==> config.mk <==
export PLATFORM = sky130hd
export DESIGN_NAME = qam16_symbol_mapper
export DESIGN_NICKNAME = d
export VERILOG_FILES = /design/src/rtl/qam16_pkg.sv /design/src/rtl/qam16_sym_fifo.sv /design/src/rtl/qam16_symbol_mapper.sv
export SDC_FILE = /design/constraint.sdc
export NUM_CORES = 1
export LEC_CHECK = 0
export ABC_AREA = 1
export CAP_MARGIN = 25
export CORE_MARGIN = 2
export CORE_UTILIZATION = 53
export CTS_CLUSTER_DIAMETER = 100
export DETAILED_ROUTE_END_ITERATION = 6
export PLACE_DENSITY = 0.94
export SYNTH_ARGS = -nofsm -noshare
export SYNTH_HDL_FRONTEND = slang
export SYNTH_SLANG_ARGS = --single-unit
export TNS_END_PERCENT = 5
==> constraint.sdc <==
create_clock -name clk -period 2.9 [get_ports clk]
set_clock_uncertainty 0.2 [all_clocks]
set_input_delay 0.58 -clock clk [delete_from_list [all_inputs] [get_ports clk]]
set_output_delay 0.58 -clock clk [all_outputs]
set_load 0.01 [all_outputs]
### Clock routing, run 1

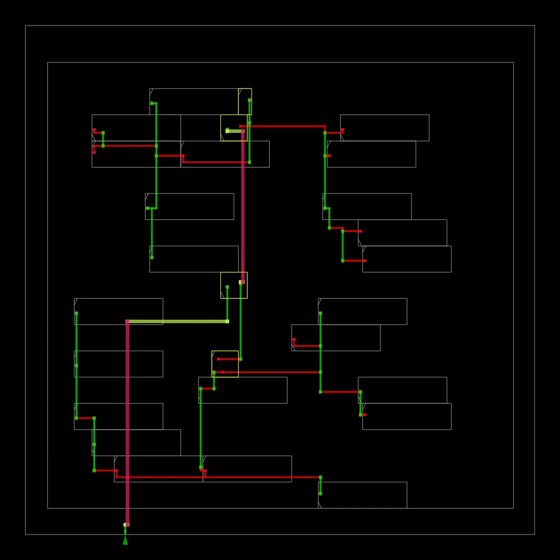
clock sinks: 23
CLK BUF: 4

### Layout detail, run 1

The bar under the picture is 10 um long. Region (11, 11) to (41, 41) um. Cells in gray, sequential cells in the stronger gray; small squares are vias.
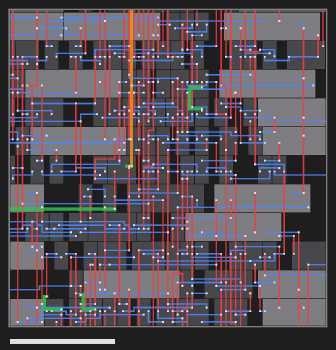
metal 1: drawn in blue. metal 2: drawn in red. metal 3: drawn in green. metal 4: drawn in orange.
Most frequent: nand2_1 (47), dfrtp_1 (13), inv_1 (9). 99 logic cells have their middle in the window. Sequential cells in the window: 13.

### Signal wires on met1, run 1

Supply wires on this layer in gray.
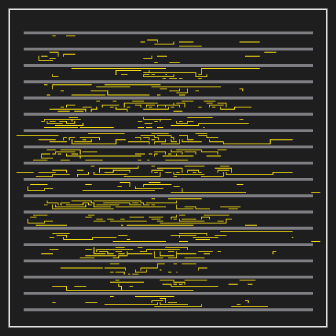
The wires run mostly horizontal. The layer carries 987 um of wire. The longest straight run is 21.2 um. 167 nets have wire on it.
via count: 1002
drt total wl: 2260 um
GR Util met1: 22.6%

### I/O nets highlighted, run 1

The bar under the picture is 20 um long.
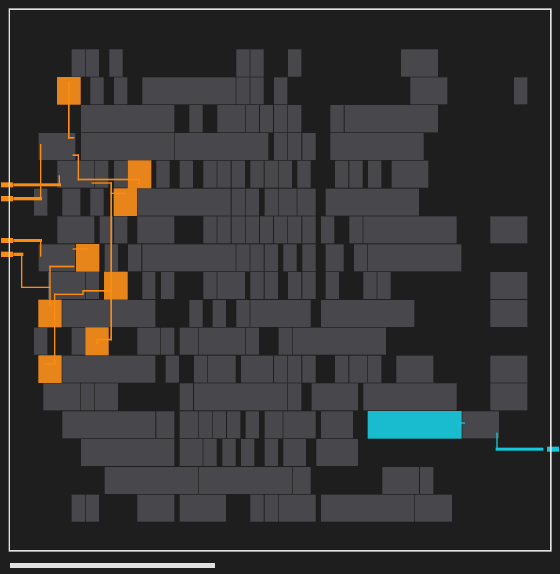
`sym_first`: drawn in cyan, direction output, end cells 1, buffers 1, wire 6.70 um. `sym_in`: drawn in orange, direction input, end cells 8, buffers 4, wire 80.2 um.
PortBufs: 20
io pins: 29

==> flow_summary_export.csv, run 1 <==
group,metric,value,unit
die,dieArea,2790,sq um
power_and_ir_drop,power_clock,0.143,mW
setup_path,critPathCaptureType,"output port",
clocking,cts_buffers,3,
layout,lay_top_count,"nand2_1",
place,pre_cts_ws,0.338,ns
layout,finish.utilization,64.6,%
timing,period_needed,2.53,ns
power_and_ir_drop,powerDensity,636,nW/um^2
power_and_ir_drop,seq-power,0.454,mW
status,status,"complete, no violations",
clocking,hold_buffers,0,
yosys,fa_ha_area_share,2.98,%
layout,fin_area,1440,sq um
setup_path,cp-start-kind,"flip-flop",
timing,worst_slew_pin_slew,0.816,ns
die,core-area,2230,sq um
clocking,htree_levels,1,
run,warnings,26,
die,die_w,52.8,um
min_path,holdPathStages,2,
timing,fin_hold_ws,0.290,ns
routing,detail-route-antenna-nets,0,
timing,rsz0062_at_grt,"no",
yosys,xor_share,0.694,%
layout,layout-drive-gt1-share,7.82,%
timing,max_freq,0.396,GHz
routing,met2_length,1190,um
power_and_ir_drop,switching_share,36.5,%
die,fp.dieH,52.8,um
layout,n_fill_cell,201,
layout,logic_area,531,sq um
yosys,simple_gate_area_share,31.7,%
setup_path,r2r_cells,10,
power_and_ir_drop,cell_internal_pwr,0.582,mW
place,dp_hpwl,1810,um
routing,met1Wirelength,987,um
setup_path,cp_cell_sequence,"a21oi_4 > clkdlybuf4s50_1",
power_and_ir_drop,p_comb_share,34.9,%
yosys,synthAoiAreaFrac,4.27,%
layout,area_growth,14.4,%
yosys,yosysChipArea,1260,sq um
yosys,yosysSeqAreaShare,45.6,%
layout,final_nets,192,
routing,drt-initial-drc-count,14,
die,fp_util,56.5,%
place,placed_cells,203,
clocking,worstSkewPairLatency,0.31,ns
die,rows,17,
yosys,ys.flops,23,
place,gp_congestion,0.780,
layout,seq_area,576,sq um
power_and_ir_drop,p_switching,0.335,mW
yosys,ys_types,22,
setup_path,reg2reg_slack,0.88,ns
yosys,syn_area_per_cell,7.79,sq um
timing,relSlewSlack,45.5,%
timing,fin_ws,0.373,ns
power_and_ir_drop,power,0.918,mW
setup_path,crit_buf_inv,1,
power_and_ir_drop,pwr-share-seq,49.5,%
setup_path,crit_family,"buffers and inverters",
clocking,clock_path_buffers,2,
run,max_cap_viol_count,0,
setup_path,slowest_stage,"clkdlybuf4s50_1",
yosys,muxShareOfSynthArea,0,%
setup_path,worstPathMaxFanout,12,
setup_path,slowest_delay,0.61,ns
power_and_ir_drop,clkPwrFrac,15.6,%
layout,diodes,0,
routing,first_pass_iters,4,
setup_path,worstPathRequired,2.12,ns
clocking,cts.clk_slew.worst_paths,0.12,ns
routing,post_drt_via_cell_ratio,4.84,
yosys,netlist_area,1260,sq um
timing,drv_slew,0,
routing,wl_per_cell,10.9,um
global_routing,use_met3,2.57,%
power_and_ir_drop,p_leak,0.780,nW
routing,highest_layer,"met4",
global_routing,grt_overflow_total,0,
yosys,top_logic_kind,"simple AND/OR/NAND/NOR gates",
yosys,synthCells,162,
global_routing,grt_pass1_vias,951,
global_routing,grt_max_degree,24,
global_routing,grt_busiest_layer,"met2",
[run 1: cell usage after synthesis]
cell     instances  area, sq um
buf_6            1         11.3
nand3_2          1         10.0
nor2_2           1         6.26
a21oi_4          1         16.3
conb_1           1         3.75
buf_4           12         90.1
nand2_1         67          251
nand3_1          6         30.0
nand4_1          8         50.1
o21ai_1          4         20.0
xor2_1           1         8.76
nor2_1           6         22.5
inv_1           17         63.8
ha_1             3         37.5
dfrtp_1         23          576
nand2_2          1         6.26
nor2_4           1         11.3
buf_2            1         5.00
and3_1           1         6.26
o21ai_2          2         17.5
or2_2            1         6.26
inv_2            3         11.3
[run 1: final cells by class]
class                   instances  area share (%)
well taps                      28            2.43
inverters                      20            5.20
flip-flops and latches         23            39.9
repair buffers                 20            13.9
clock buffers                   4            1.82
multi-input cells             112            36.8
### Routed metal, one color a layer, run 1

Two of the layers only.
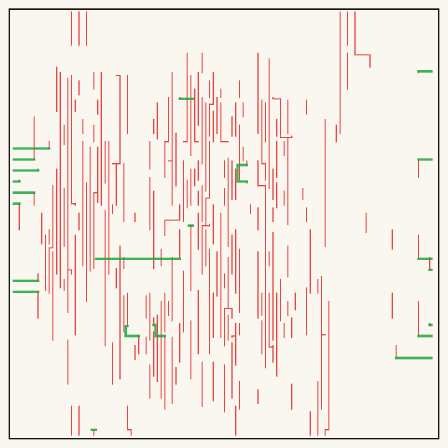

--- run 2 (diff from run 1) ---
==> constraint.sdc (replaced) <==
create_clock -name clk -period 2.9 [get_ports clk]
set_clock_uncertainty 0.2 [all_clocks]
set_input_delay 0.87 -clock clk [delete_from_list [all_inputs] [get_ports clk]]
set_output_delay 0.87 -clock clk [all_outputs]
set_load 0.01 [all_outputs]
### Routed metal, one color a layer, run 2

Two of the layers only.
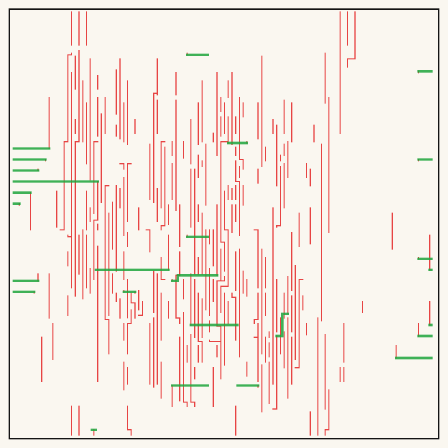
metal 3: drawn in green, wire length 82.1 um. metal 2: drawn in red, wire length 1260 um.
via count: 1066
drt total wl: 2420 um
GRT Overall Usage: 20.5%
DR WL/cell: 11.4 um

==> run 2 against run 1 <==
Against the previous run:
- worst hold slack improved by 0.0055 ns
- via count grew 6.4%
- final area increased by 2.1%
- first-iteration DRC count grew 21%
- total power increased by 2.5%
- final cell count is 1.9% higher
- sequential share of layout area down 0.81 points
- critical path depth stayed put
- register-to-register slack got worse by 0.06 ns
- setup slack lost 0.10 ns
- combinational power increased by 3%
- largest cell class unchanged
- largest power group unchanged
==> flow_summary_export.csv, run 2 <==
group,metric,value,unit
yosys,ys_async_sr_fraction,100,%
yosys,synth_top_area_share,45.6,%
yosys,yosys.area.top_type,"dfrtp_1",
yosys,ys_types,22,
place,numPortBuffers,20,
yosys,netlist_area,1260,sq um
clocking,clock-sinks,23,
setup_path,worstPathMaxFanout,4,
yosys,ys.flops,23,
status,status,"complete, no violations",
layout,fin_area,1470,sq um
power_and_ir_drop,p_leak,0.799,nW
layout,finish.utilization,65.9,%
global_routing,grt_overflow_total,0,
yosys,syn_area_per_cell,7.79,sq um
layout,lay_top_count,"nand2_1",
routing,drt-initial-drc-count,17,
clocking,cts_buffers,3,
power_and_ir_drop,switching_share,37.4,%
timing,period_needed,2.63,ns
timing,fin_ws,0.274,ns
setup_path,worstPathRequired,1.83,ns
setup_path,cp_cell_sequence,"a21oi_4 > clkdlybuf4s50_1",
power_and_ir_drop,clkPwrFrac,16.4,%
run,warnings,26,
setup_path,cp-start-kind,"flip-flop",
yosys,yosysChipArea,1260,sq um
timing,fin_hold_ws,0.295,ns
clocking,hold_buffers,0,
min_path,holdPathStages,2,
setup_path,crit_family,"buffers and inverters",
yosys,ys_top_cells_by_count,"67 x nand2_1, 23 x dfrtp_1, 17 x inv_1, 12 x buf_4, 8 x nand4_1",
die,rows,17,
power_and_ir_drop,p_comb_share,35.2,%
layout,final_nets,196,
### I/O nets highlighted, run 2

The bar under the picture is 20 um long.
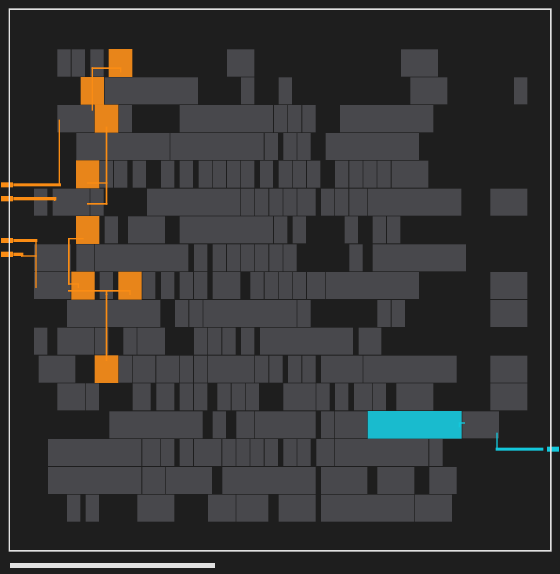
`sym_in`: drawn in orange, direction input, end cells 8, buffers 4, wire 62.2 um. `sym_first`: drawn in cyan, direction output, end cells 1, buffers 1, wire 6.70 um.

run 2: area by class of cell:
cell class / instances / area, sq um
repair buffers: 24 / 230
clock buffers: 4 / 26.3
fillers: 190 / 761
flip-flops and latches: 23 / 576
multi-input cells: 112 / 531
inverters: 20 / 75.1
well taps: 28 / 35.0
run 2: logic make-up (layout without fill, tap and decap cells):
logic type,count (synthesis),count (layout),share of synthesized area (%)
compound gates,7,7,4.27
flops,23,23,45.6
fa+ha+maj,3,3,2.98
buf+inv,34,48,14.4
other cells,1,8,0.297
xor+xnor,1,1,0.695
simple gates,93,93,31.7
run 2: metal layers:
layer / global-route usage, % / share of wire, % / up-vias
met5: 0 / 0 / -
met4: 12.4 / 2.8 / 0
met3: 2.29 / 3.4 / 7
met2: 37.1 / 52 / 30
li1: - / - / 526
met1: 22.7 / 41 / 503
Power and IR drop assume default switching activity.
